`src/rtl/jtcop_objdma_if.sv`:
```
// Object-copy memory bus: read side into CPU object RAM, write side into the
// object chip frame buffer.
interface jtcop_objdma_if #(parameter int AW = 10);
    logic [AW-1:0] src_addr;
    logic [15:0]   src_data;
    logic [AW-1:0] dst_addr;
    logic [15:0]   dst_data;
    logic          dst_we;

    modport master (output src_addr, dst_addr, dst_data, dst_we, input src_data);
    modport slave  (input src_addr, dst_addr, dst_data, dst_we, output src_data);
endinterface

```
`src/rtl/jtcop_objdma.sv`:
```
// Object-RAM to frame-buffer copy engine, triggered at VBLANK start.
// Define JTCOP_OBJDMA_HALT_EN to request/await the 68000 bus before copying.
module jtcop_objdma #(
    parameter int AW = 10
) (
    input  logic                  clk,
    input  logic                  rst_n,
    input  logic                  cen,
    input  logic                  obj_copy,
    output logic                  busy,
    output logic                  done,
    output logic                  cpu_brn,
    input  logic                  cpu_bgn,
    jtcop_objdma_if.master        bus
);

    typedef enum logic [1:0] {IDLE, REQ, COPY, LAST} state_t;

    localparam logic [AW:0] CNT_LAST = {1'b0, {AW{1'b1}}};

    state_t        state_q, state_d;
    logic [AW:0]   cnt_q, cnt_d;
    logic [AW-1:0] dst_addr_q, dst_addr_d;
    logic          obj_l_q, obj_l_d;
    logic          pend_q, pend_d;
    logic          done_q, done_d;
    logic          rise, trig, wr_phase;

    always_ff @(posedge clk or negedge rst_n) begin
        if (!rst_n) begin
            state_q    <= IDLE;
            cnt_q      <= '0;
            dst_addr_q <= '0;
            obj_l_q    <= 1'b0;
            pend_q     <= 1'b0;
            done_q     <= 1'b0;
        end else begin
            state_q    <= state_d;
            cnt_q      <= cnt_d;
            dst_addr_q <= dst_addr_d;
            obj_l_q    <= obj_l_d;
            pend_q     <= pend_d;
            done_q     <= done_d;
        end
    end

    always_comb begin
        state_d    = state_q;
        cnt_d      = cnt_q;
        dst_addr_d = dst_addr_q;
        pend_d     = pend_q;
        done_d     = 1'b0;
        obj_l_d    = obj_copy;
        rise       = obj_copy & ~obj_l_q;
        trig       = (rise | pend_q) && (state_q == IDLE);
        // Edges seen between cen cycles are held until the next cen; edges while busy are lost.
        if (cen)
            pend_d = 1'b0;
        else if (rise && state_q == IDLE)
            pend_d = 1'b1;
        if (cen) begin
            case (state_q)
                IDLE: if (trig) begin
                    cnt_d = '0;
`ifdef JTCOP_OBJDMA_HALT_EN
                    state_d = REQ;
`else
                    state_d = COPY;
`endif
                end
`ifdef JTCOP_OBJDMA_HALT_EN
                REQ: if (!cpu_bgn) state_d = COPY;
`endif
                COPY: begin
                    dst_addr_d = cnt_q[AW-1:0];
                    cnt_d      = cnt_q + 1'b1;
                    if (cnt_q == CNT_LAST) state_d = LAST;
                end
                LAST: begin
                    cnt_d   = '0;
                    done_d  = 1'b1;
                    state_d = IDLE;
                end
                default: state_d = IDLE;
            endcase
        end
    end

    // Word k-1 is written while word k is being addressed; LAST drains the final word.
    assign wr_phase     = (state_q == COPY && cnt_q != '0) || state_q == LAST;
    assign bus.src_addr = cnt_q[AW-1:0];
    assign bus.dst_addr = dst_addr_q;
    assign bus.dst_data = wr_phase ? bus.src_data : 16'h0000;
    assign bus.dst_we   = cen & wr_phase;
    assign busy         = state_q != IDLE;
    assign done         = done_q;

`ifdef JTCOP_OBJDMA_HALT_EN
    assign cpu_brn = ~busy;
`else
    logic unused_bgn;
    assign unused_bgn = cpu_bgn;
    assign cpu_brn    = 1'b1;
`endif

endmodule

```
`src/flat_wrapper.sv`:
```
// flat-port wrapper written by rule: the top's interface ports become plain ports
module jtcop_objdma_flat 
#(
    parameter int AW = 10
)
  (clk, rst_n, cen, obj_copy, busy, done, cpu_brn, cpu_bgn, bus_src_addr, bus_dst_addr, bus_dst_data, bus_dst_we, bus_src_data);
  jtcop_objdma_if #(.AW(AW)) bus_i ();
  input  logic clk;
  input  logic rst_n;
  input  logic cen;
  input  logic obj_copy;
  output logic busy;
  output logic done;
  output logic cpu_brn;
  input  logic cpu_bgn;
  output wire logic [$bits(bus_i.src_addr)-1:0] bus_src_addr;
  output wire logic [$bits(bus_i.dst_addr)-1:0] bus_dst_addr;
  output wire logic [$bits(bus_i.dst_data)-1:0] bus_dst_data;
  output wire logic [$bits(bus_i.dst_we)-1:0] bus_dst_we;
  input wire logic [$bits(bus_i.src_data)-1:0] bus_src_data;
  assign bus_src_addr = bus_i.src_addr;
  assign bus_dst_addr = bus_i.dst_addr;
  assign bus_dst_data = bus_i.dst_data;
  assign bus_dst_we = bus_i.dst_we;
  assign bus_i.src_data = bus_src_data;
  jtcop_objdma #(.AW(AW)) u_core (.clk(clk), .rst_n(rst_n), .cen(cen), .obj_copy(obj_copy), .busy(busy), .done(done), .cpu_brn(cpu_brn), .cpu_bgn(cpu_bgn), .bus(bus_i));
endmodule
```
`config.mk`:
```
export PLATFORM = sky130hd
export DESIGN_NAME = jtcop_objdma_flat
export DESIGN_NICKNAME = d
export VERILOG_FILES = /design/src/rtl/jtcop_objdma_if.sv /design/src/rtl/jtcop_objdma.sv /design/src/flat_wrapper.sv
export SDC_FILE = /design/constraint.sdc
export NUM_CORES = 1
export LEC_CHECK = 0
export CORE_ASPECT_RATIO = 1.5
export CORE_UTILIZATION = 37
export CTS_CLUSTER_DIAMETER = 50
export DETAILED_ROUTE_END_ITERATION = 16
export GPL_TIMING_DRIVEN = 1
export PLACE_DENSITY = 0.75
export SLEW_MARGIN = 20
export SYNTH_ARGS = -nofsm -noshare
export SYNTH_HDL_FRONTEND = slang
export SYNTH_SLANG_ARGS = --single-unit
```
`constraint.sdc`:
```
create_clock -name clk -period 2.2 [get_ports clk]
set_input_delay 0.66 -clock clk [delete_from_list [all_inputs] [get_ports clk]]
set_output_delay 0.66 -clock clk [all_outputs]
set_load 0.05 [all_outputs]
```
==> Table 3: Implementation characteristics <==
Characteristics after synthesis and place and route

Parameter                              Value

Run status
  Outcome    finished, violations left
  Violated checks    setup timing

Drt
  Top Layer Used    met4
  Routed wire length on met3    approximately 230 um
  Total via count in the routed design    1290
  Number of nets with antenna violations after routing    0
  Routed length per instance    15.3 um
  Detail Route met2 WL    2210 um
  Number of detailed-route iterations in the first pass    4

Cells and area
  Final Instance Area    between 2000 and 2500 um^2
  Number of flip-flops and latches    26
  Number of flip-flops in the largest register    11
  Leading cell type in the layout, fill and taps excluded    sky130_fd_sc_hd__buf_4
  Logic cell area    706 um^2
  Comb area share    29.6%
  Post-layout net count    234
  Non-clock buffers, area share    36.4%
  Fraction of layout cells with a size suffix above 1    41.9%
  Area delta synth->final    73.5%
  Register ranked first by flip-flop count    u_core.cnt_q
  Fill cell count    approximately 270
  N_diodes    0
  Non-clock inverters    10
  Count of plain and timing-repair buffers in the layout    slightly below 80

Die
  Total die size    3970 um^2
  Std-Cell Rows    26
  Well Taps    42
  Starting Density    between 30% and 40%

Setup path
  Last element of the critical path    bus_dst_data[13]
  Cell family with the largest share of critical-path delay    flip-flops
  Crit path kind    register to output port
  Required time of the worst setup path    approximately 1.5 ns
  R2R setup slack    0.38 ns
  RR Endpoint    u_core.cnt_q[6]
  Worst reg2reg path startpoint    u_core.cnt_q[0]
  CP Capture Type    output port
  CP max stage delay    0.39 ns
  Buffering stage count on the worst path with inverters included    3
  Depth of the most critical reg-to-reg path    6

Yosys
  Fraction of registers with async set or reset after synthesis    100%
  Netlist Area Pre-Place    between 1000 and 1500 um^2
  Top post-synthesis cells by count    26 x sky130_fd_sc_hd__dfrtp_1, 17 x sky130_fd_sc_hd__and2_1, 11 x sky130_fd_sc_hd__buf_4
  Fraction of synthesized area in multiplexers    4.91%
  Fraction of post-synthesis cell area in the top cell type by area    47.3%
  Share of synthesized area occupied by flip-flops and latches    around 47%
  Net count entering floorplan    168
  Most instantiated library cell after synthesis    sky130_fd_sc_hd__dfrtp_1
  Basic-gate share of the synthesized area counting and, or, nand and nor cells    22.2%

Clock network
  Clock latency on the worst-skew pair    0.27 ns
  Number of buffers added for setup after CTS    2
  CTS-repair resized insts    22
  Master cell of the clock root buffer    sky130_fd_sc_hd__clkbuf_8
  Total number of clock tree sinks    26
  CTS tree    built
  Clock-pin slew on the worst setup and hold paths    0.08 ns
  Largest buffer count on any clock path    2

Power
  Switching share of total power    42.5%
  Sequential power    628 uW
  PD cells    between 1000 and 1500 nW/um^2
  Psw    1.16 mW
  Leakage power of the design    1.09 nW
  Internal Dissipation    1.58 mW

Flow run
  Number of violations of the max-capacitance limit    0

Global route
  Number of global-route vias before repair    1423
  Global-route wire length before repair    between 6000 and 7000 um
  Antenna violations before repair    0

Place
  Setup slack after placement    -0.295 ns
  Quantity of I/O buffers inserted on ports    58

Final timing
  Final Worst Setup Slack    -0.152 ns
  Final number of setup-violating endpoints    17
  Peak Freq    425 MHz
  Pins over their slew limit    0
  Hold Fails Final Rpt    0
  Worst Skew    approximately 0.0096 ns
  RSZ-0062 raised after global routing    yes

Hold path
  Startpoint of the lowest-slack hold path    u_core.bus.dst_addr[9]
Figure 1. Cells colored by class.
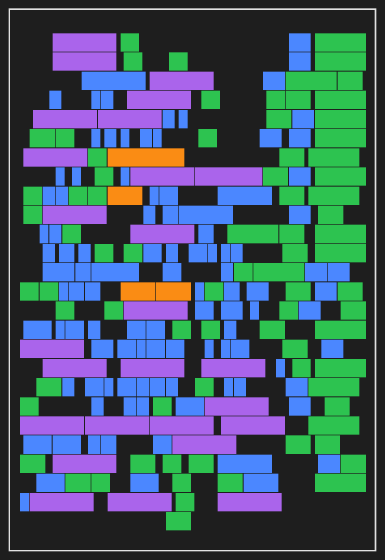
| color | class | cells | share of their area |
|---|---|---|---|
| green | remaining buffers and delay cells | 77 | 37% |
| orange | clock drivers and dummy loads | 4 | 3.1% |
| purple | sequential cells | 26 | 28% |
| blue | remaining logic cells | 103 | 32% |

Figure 2. Wiring heat map.
The bar under the picture is 20 um long. 10 x 15 tiles, from dark blue (low) to red (high), scaled to the fullest tile. Values are wire area over tile area, all layers added.
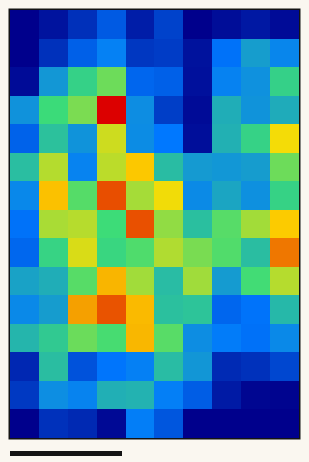
nearly empty tiles: 7.3%
densest ninth of the die: center
fullest tile: 0.43
emptiest ninth of the die: south-east

Figure 3. Routing congestion map.
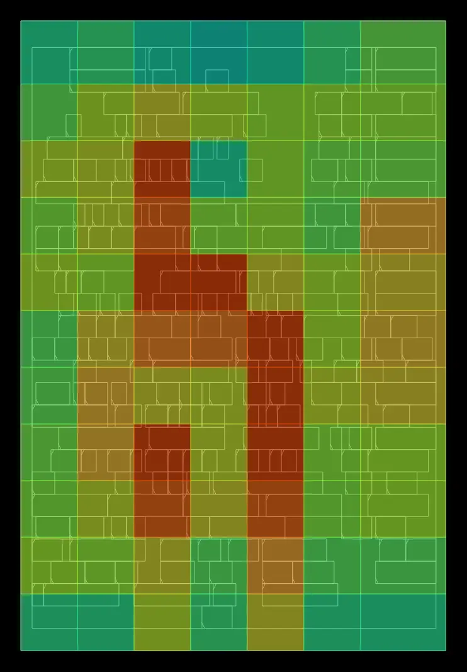
met2 GRT Util: 41.6%
GR met3 Demand/Resource: 3.97%
met1 demand-to-capacity share in global routing: 20.9%

No activity file was given, so power comes from the tool's default toggle rates.
